Metal 1:
Scale bar: 50 um.
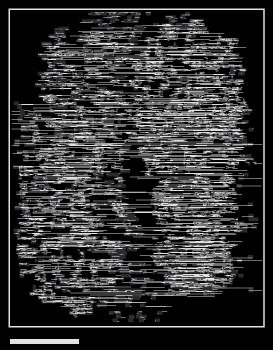
Signal wires on met2:
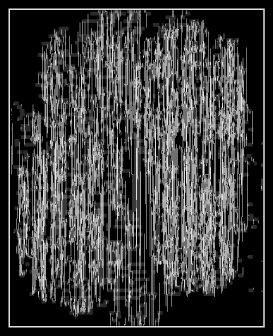
The metal 3 layer:
Scale bar: 50 um.
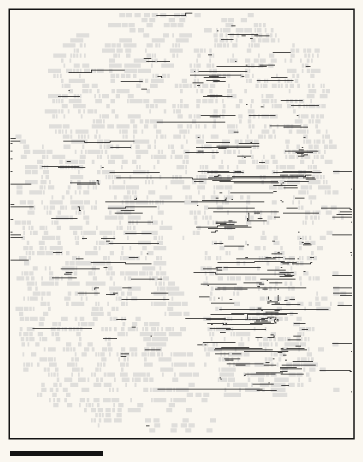
Placement view:
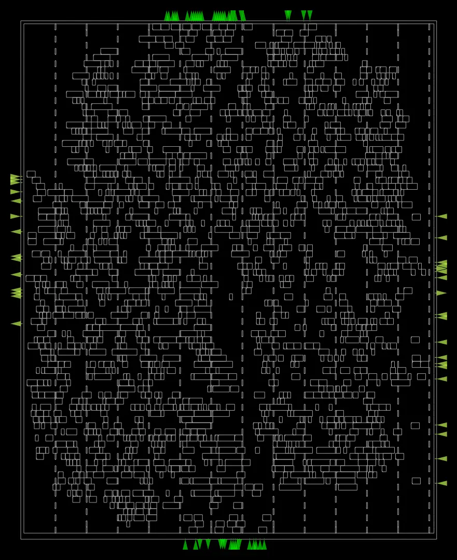
--- config.mk ---
export PLATFORM = sky130hd
export DESIGN_NAME = alu_mc
export DESIGN_NICKNAME = d
export VERILOG_FILES = /design/src/rtl/cr16_alu_pkg.sv /design/src/rtl/alu_muldiv.sv /design/src/rtl/alu_mc.sv
export SDC_FILE = /design/constraint.sdc
export NUM_CORES = 1
export LEC_CHECK = 0
export CORE_ASPECT_RATIO = 1.25
export CORE_UTILIZATION = 28
export DETAILED_ROUTE_END_ITERATION = 10
export GPL_TIMING_DRIVEN = 0
export PLACE_DENSITY_LB_ADDON = 0.1
export SETUP_SLACK_MARGIN = 0.15
export SYNTH_ARGS = -nofsm -noshare
export SYNTH_HDL_FRONTEND = slang
export SYNTH_HIERARCHICAL = 1
export SYNTH_SLANG_ARGS = --single-unit
export TNS_END_PERCENT = 1
--- constraint.sdc ---
create_clock -name I_CLK -period 21.4 [get_ports I_CLK]
set_input_delay 4.28 -clock I_CLK [delete_from_list [all_inputs] [get_ports I_CLK]]
set_output_delay 4.28 -clock I_CLK [all_outputs]
set_load 0.01 [all_outputs]
--- src/rtl/cr16_alu_pkg.sv ---
// Shared opcode map, status-bit positions and FSM state type for the
// multi-cycle ALU and its decoder.
package cr16_alu_pkg;

  localparam logic [3:0] OP_ADD   = 4'd0;
  localparam logic [3:0] OP_ADDU  = 4'd1;
  localparam logic [3:0] OP_ADDC  = 4'd2;
  localparam logic [3:0] OP_ADDCU = 4'd3;
  localparam logic [3:0] OP_SUB   = 4'd4;
  localparam logic [3:0] OP_SUBU  = 4'd5;
  localparam logic [3:0] OP_AND   = 4'd6;
  localparam logic [3:0] OP_OR    = 4'd7;
  localparam logic [3:0] OP_XOR   = 4'd8;
  localparam logic [3:0] OP_NOT   = 4'd9;
  localparam logic [3:0] OP_LSH   = 4'd10;
  localparam logic [3:0] OP_RSH   = 4'd11;
  localparam logic [3:0] OP_ALSH  = 4'd12;
  localparam logic [3:0] OP_ARSH  = 4'd13;
  localparam logic [3:0] OP_MUL   = 4'd14;
  localparam logic [3:0] OP_DIVU  = 4'd15;

  localparam int STATUS_W = 5;
  localparam int ST_CARRY = 0;
  localparam int ST_LOW   = 1;
  localparam int ST_FLAG  = 2;
  localparam int ST_ZERO  = 3;
  localparam int ST_NEG   = 4;

  typedef enum logic {IDLE, BUSY} alu_state_t;

  // Division by zero resolves immediately, so only a real divide iterates.
  function automatic logic is_multi_cycle(input logic [3:0] op, input logic a_zero);
    return (op == OP_MUL) || ((op == OP_DIVU) && !a_zero);
  endfunction

endpackage

--- src/rtl/alu_muldiv.sv ---
// Iterative unsigned shift-add multiplier and restoring divider sharing one
// accumulator/shift register pair and a single iteration counter.
module alu_muldiv
  import cr16_alu_pkg::*;
#(
  parameter int P_WIDTH = 16
) (
  input  logic               clk,
  input  logic               reset,
  input  logic               start,
  input  logic               is_div,
  input  logic [P_WIDTH-1:0] a,
  input  logic [P_WIDTH-1:0] b,
  output logic               done,
  output logic [P_WIDTH-1:0] hi,
  output logic [P_WIDTH-1:0] lo
);

  localparam int CW = $clog2(P_WIDTH + 1);
  localparam logic [CW-1:0] LAST = CW'(P_WIDTH - 1);

  logic [CW-1:0]      cnt;
  logic               run;
  logic               run_div;
  logic [P_WIDTH-1:0] acc_q, sh_q, opd_q;
  logic               cur_div;
  logic [P_WIDTH-1:0] cur_acc, cur_sh, cur_opd;
  logic [P_WIDTH-1:0] nxt_acc, nxt_sh;
  logic [P_WIDTH:0]   sum, trial;

  // The start edge already performs the first iteration straight from the
  // operands, and the last one is taken combinationally, so the result is
  // ready on the P_WIDTH-th edge counted from acceptance.
  always_comb begin
    cur_div = run_div;
    cur_acc = acc_q;
    cur_sh  = sh_q;
    cur_opd = opd_q;
    if (start) begin
      cur_div = is_div;
      cur_acc = '0;
      cur_sh  = b;
      cur_opd = a;
    end
  end

  always_comb begin
    sum   = {1'b0, cur_acc} + (cur_sh[0] ? {1'b0, cur_opd} : '0);
    trial = {cur_acc, cur_sh[P_WIDTH-1]} - {1'b0, cur_opd};
    if (cur_div) begin
      if (!trial[P_WIDTH]) begin
        nxt_acc = trial[P_WIDTH-1:0];
        nxt_sh  = {cur_sh[P_WIDTH-2:0], 1'b1};
      end else begin
        nxt_acc = {cur_acc[P_WIDTH-2:0], cur_sh[P_WIDTH-1]};
        nxt_sh  = {cur_sh[P_WIDTH-2:0], 1'b0};
      end
    end else begin
      nxt_acc = sum[P_WIDTH:1];
      nxt_sh  = {sum[0], cur_sh[P_WIDTH-1:1]};
    end
  end

  assign done = run && (cnt == LAST);
  assign hi   = nxt_acc;
  assign lo   = nxt_sh;

  always_ff @(posedge clk) begin
    if (reset) begin
      run     <= 1'b0;
      run_div <= 1'b0;
      cnt     <= '0;
      acc_q   <= '0;
      sh_q    <= '0;
      opd_q   <= '0;
    end else if (start) begin
      run     <= 1'b1;
      run_div <= is_div;
      cnt     <= CW'(1);
      acc_q   <= nxt_acc;
      sh_q    <= nxt_sh;
      opd_q   <= a;
    end else if (run) begin
      acc_q <= nxt_acc;
      sh_q  <= nxt_sh;
      if (done) begin
        run <= 1'b0;
        cnt <= '0;
      end else begin
        cnt <= cnt + 1'b1;
      end
    end
  end

endmodule

--- src/rtl/alu_mc.sv ---
// Multi-cycle ALU: single-cycle decoder for opcodes 0-13, iterative MUL/DIVU
// through alu_muldiv, with registered results and a one-cycle valid strobe.
module alu_mc
  import cr16_alu_pkg::*;
#(
  parameter int P_WIDTH = 16
) (
  input  logic                I_CLK,
  input  logic                I_RESET,
  input  logic                I_VALID,
  input  logic [3:0]          I_OPCODE,
  input  logic [P_WIDTH-1:0]  I_A,
  input  logic [P_WIDTH-1:0]  I_B,
  output logic                O_READY,
  output logic                O_VALID,
  output logic [P_WIDTH-1:0]  O_C,
  output logic [P_WIDTH-1:0]  O_HI,
  output logic [STATUS_W-1:0] O_STATUS
);

  localparam int MSB = P_WIDTH - 1;
  localparam logic [P_WIDTH-1:0] SH_LIMIT = P_WIDTH'(P_WIDTH);

  alu_state_t          state, state_nxt;
  logic                accept, start, done, mc_div, cin, big_shift;
  logic [P_WIDTH-1:0]  md_hi, md_lo, sc_c, sc_hi;
  logic [STATUS_W-1:0] sc_st, md_st;
  logic [P_WIDTH:0]    add_sum, sub_diff;

  alu_muldiv #(.P_WIDTH(P_WIDTH)) u_muldiv (
    .clk    (I_CLK),
    .reset  (I_RESET),
    .start  (start),
    .is_div (I_OPCODE == OP_DIVU),
    .a      (I_A),
    .b      (I_B),
    .done   (done),
    .hi     (md_hi),
    .lo     (md_lo)
  );

  always_ff @(posedge I_CLK) begin
    if (I_RESET) state <= IDLE;
    else         state <= state_nxt;
  end

  always_comb begin
    state_nxt = state;
    case (state)
      IDLE:    if (start) state_nxt = BUSY;
      BUSY:    if (done)  state_nxt = IDLE;
      default: state_nxt = IDLE;
    endcase
  end

  always_comb begin
    O_READY = (state == IDLE);
    accept  = I_VALID && O_READY;
    start   = accept && is_multi_cycle(I_OPCODE, I_A == '0);
  end

  // Single-cycle decoder; SUB/SUBU compute B - A.
  always_comb begin
    cin       = (I_OPCODE == OP_ADDC) || (I_OPCODE == OP_ADDCU);
    add_sum   = {1'b0, I_A} + {1'b0, I_B} + {{P_WIDTH{1'b0}}, cin};
    sub_diff  = {1'b0, I_B} - {1'b0, I_A};
    big_shift = (I_B >= SH_LIMIT);
    sc_c      = '0;
    sc_hi     = '0;
    sc_st     = '0;
    case (I_OPCODE)
      OP_ADD, OP_ADDC: begin
        sc_c            = add_sum[MSB:0];
        sc_st[ST_FLAG]  = (I_A[MSB] == I_B[MSB]) && (add_sum[MSB] != I_A[MSB]);
        sc_st[ST_NEG]   = add_sum[MSB];
      end
      OP_ADDU, OP_ADDCU: begin
        sc_c            = add_sum[MSB:0];
        sc_st[ST_CARRY] = add_sum[P_WIDTH];
      end
      OP_SUB: begin
        sc_c            = sub_diff[MSB:0];
        sc_st[ST_FLAG]  = (I_A[MSB] != I_B[MSB]) && (sub_diff[MSB] != I_B[MSB]);
        sc_st[ST_NEG]   = $signed(I_B) < $signed(I_A);
      end
      OP_SUBU: begin
        sc_c            = sub_diff[MSB:0];
        sc_st[ST_CARRY] = (I_B <= I_A);
        sc_st[ST_LOW]   = (I_B <= I_A);
      end
      OP_AND: sc_c = I_A & I_B;
      OP_OR:  sc_c = I_A | I_B;
      OP_XOR: sc_c = I_A ^ I_B;
      OP_NOT: sc_c = ~I_A;
      OP_LSH, OP_ALSH: begin
        if (big_shift) sc_c = '0;
        else           sc_c = I_A << I_B;
      end
      OP_RSH: begin
        if (big_shift) sc_c = '0;
        else           sc_c = I_A >> I_B;
      end
      OP_ARSH: begin
        if (big_shift) sc_c = {P_WIDTH{I_A[MSB]}};
        else           sc_c = $signed(I_A) >>> I_B;
      end
      OP_DIVU: begin
        sc_c           = '1;
        sc_hi          = I_B;
        sc_st[ST_FLAG] = 1'b1;
      end
      default: ;
    endcase
    sc_st[ST_ZERO] = (sc_c == '0);
  end

  always_comb begin
    md_st           = '0;
    md_st[ST_ZERO]  = (md_lo == '0);
    md_st[ST_CARRY] = !mc_div && (md_hi != '0);
  end

  always_ff @(posedge I_CLK) begin
    if (I_RESET) begin
      O_VALID  <= 1'b0;
      O_C      <= '0;
      O_HI     <= '0;
      O_STATUS <= '0;
      mc_div   <= 1'b0;
    end else begin
      O_VALID <= 1'b0;
      if (start) mc_div <= (I_OPCODE == OP_DIVU);
      if (accept && !start) begin
        O_VALID  <= 1'b1;
        O_C      <= sc_c;
        O_HI     <= sc_hi;
        O_STATUS <= sc_st;
      end else if (done) begin
        O_VALID  <= 1'b1;
        O_C      <= md_lo;
        O_HI     <= md_hi;
        O_STATUS <= md_st;
      end
    end
  end

endmodule
==> impl_metrics.py <==
# Generated from Yosys and OpenROAD reports
metrics = {
    "power_and_ir_drop": {
        "powerSeq_w": 0.000186,
        "max-vdd-ir-drop_uv": 30.2,
        "power_switching_share_pct": 40.3,
        "p_switching_w": 0.000252,
        "powerDensity_nw_per_um2": 46.8,
        "seqPwrFrac_pct": 29.7,
    },
    "timing": {
        "setup_tns_ns": 0,
        "maxSlewViolCount": 11,
        "worstMarginPinSlew_ns": 1.53,
        "setup_viol": 0,
        "fin_skew_ns": 0.0121,
    },
    "worst_hold_path": {
        "hp-class": "flop to flop",
    },
    "setup_path": {
        "critical_path.max_fanout": 10,
        "critPathCaptureType": "flop",
        "cp_slowest_cell": "clkdlybuf4s50_1",
        "cp.arrival_ns": 13.54,
        "cp_num_buf_inv": 10,
        "worstSetupStartpointType": "input pin",
    },
    "status": {
        "violations": "capacitance limit, slew limit",
        "status": "finished, violations left",
    },
    "layout": {
        "layout_top_cells": "191 x nor2_1, 139 x nand2_1, 126 x a21oi_1, 95 x dfxtp_1, 88 x clkbuf_1",
        "nFillCells": 4475,
        "n_antenna_cell": 0,
    },
    "placement": {
        "gp_congestion": 1.01,
        "io_buffer_count": 74,
    },
    "cts": {
        "clock_latency_ns": 0.37,
    },
    "global_route": {
        "track_usage_pct": 28.7,
        "grt_antenna_before_repair": 0,
        "busiest_layer": "met2",
        "grt_pass1_vias": 12648,
        "grt_first_pass_wirelength_um": 88700,
    },
    "route": {
        "dr_wl_met3_um": 3130,
        "met1_length_um": 24800,
        "drc": 0,
    },
    "synthesis": {
        "synthArstFlopShare_pct": 0,
        "synth_seq_share_pct": 16.4,
        "netlist_instances": 1581,
        "top_cells_by_area": "dfxtp_1 16%, ha_1 8.6%, mux2i_1 7.4%",
        "yosysWarnings": 6,
        "ys.flop_type": "dfxtp_1",
        "syn_avg_cell_area_um2": 7.35,
    },
    "floorplan": {
        "fp_util_pct": 28.3,
        "fp.dieH_um": 230,
    },
    "flow_run": {
        "drv_cap": 1,
    },
}
Notes on 'metal 1' above:
share of all routed wire = 40%
longest straight run = 108 um
nets with wire on the layer = 1680
drt total wl: 61700 um
via count: 13.3k
GR Layer Usage met1: 33.9%

Notes on 'signal wires on met2' above:
share of all routed wire = 49%
wire length on this layer = 30.3 mm
nets with wire on the layer = 1481
M2 GR Usage: 50.2%

Notes on 'the metal 3 layer' above:
share of all routed wire = 5.1%
main direction = horizontal
longest straight run = 58.4 um
M3 GR Usage: 3.37%

Notes on 'placement view' above:
Layout Utilization: 32.6%
site row count: 83
Seq area share: 14.2%
n_taps: 552
non-filler cells, final: 2224

==> metrics by stage <==
| step | instance area, um2 | power (W) |
|---|---|---|
| 2_1_floorplan | 11600 | 0.000344 |
| 3_3_place_gp | 13100 | 0.000443 |
| 6_report | 13400 | 0.000626 |
| 3_5_place_dp | 13100 | 0.000442 |
| 4_1_cts | 13400 | 0.000626 |
| 5_1_grt | 13400 | 0.000653 |
==> final timing paths <==
path                             start          end  slack (ns)  depth (start not counted)
worst min register to register  O_C[0]       O_C[0]        0.45                          2
worst max-delay path            I_A[4]  O_STATUS[0]        8.09                         30
worst min-delay path            O_C[0]       O_C[0]        0.45                          2
worst max register to register   state  O_STATUS[0]       13.66                         26
==> final cells by class <==
cell class | count | area [um2] | area share, %
repair buffers | 75 | 751 | 5.61
clock inverters | 6 | 93.8 | 0.701
multi-input cells | 1287 | 8910 | 66.5
inverters | 70 | 263 | 1.96
flip-flops and latches | 95 | 1900 | 14.2
plain buffers | 129 | 556 | 4.15
well taps | 552 | 691 | 5.16
clock buffers | 10 | 229 | 1.71
==> synthesized netlist by cell type (all sizes together) (15+ instances only) <==
library cell,count
mux4,19
a31oi,33
xnor2,16
a211oi,46
mux2,19
a2111oi,15
nor2,191
dfxtp,95
a21oi,128
nand4,16
o21ai,84
o31ai,16
nand3,22
or3,15
clkbuf,87
ha,80
buf,42
o21a,15
mux2i,86
nand2,140
o211ai,16
o22ai,15
nor2b,36
nor3,40
inv,68
nor4,23
==> cells by family after synthesis <==
logic type | synth area share [%]
fa+ha+maj | 9.30
simple gates | 23.5
buf+inv | 7.04
xor+xnor | 2.26
compound gates | 28.6
flops | 16.4
mux | 13.0
==> worst min-delay path: stages (launching register included) <==
cell and delay (ns):
dfxtp_1 0.31, nand2_1 0.05, a21oi_1 0.05
Power is estimated from default activity; no workload was simulated.
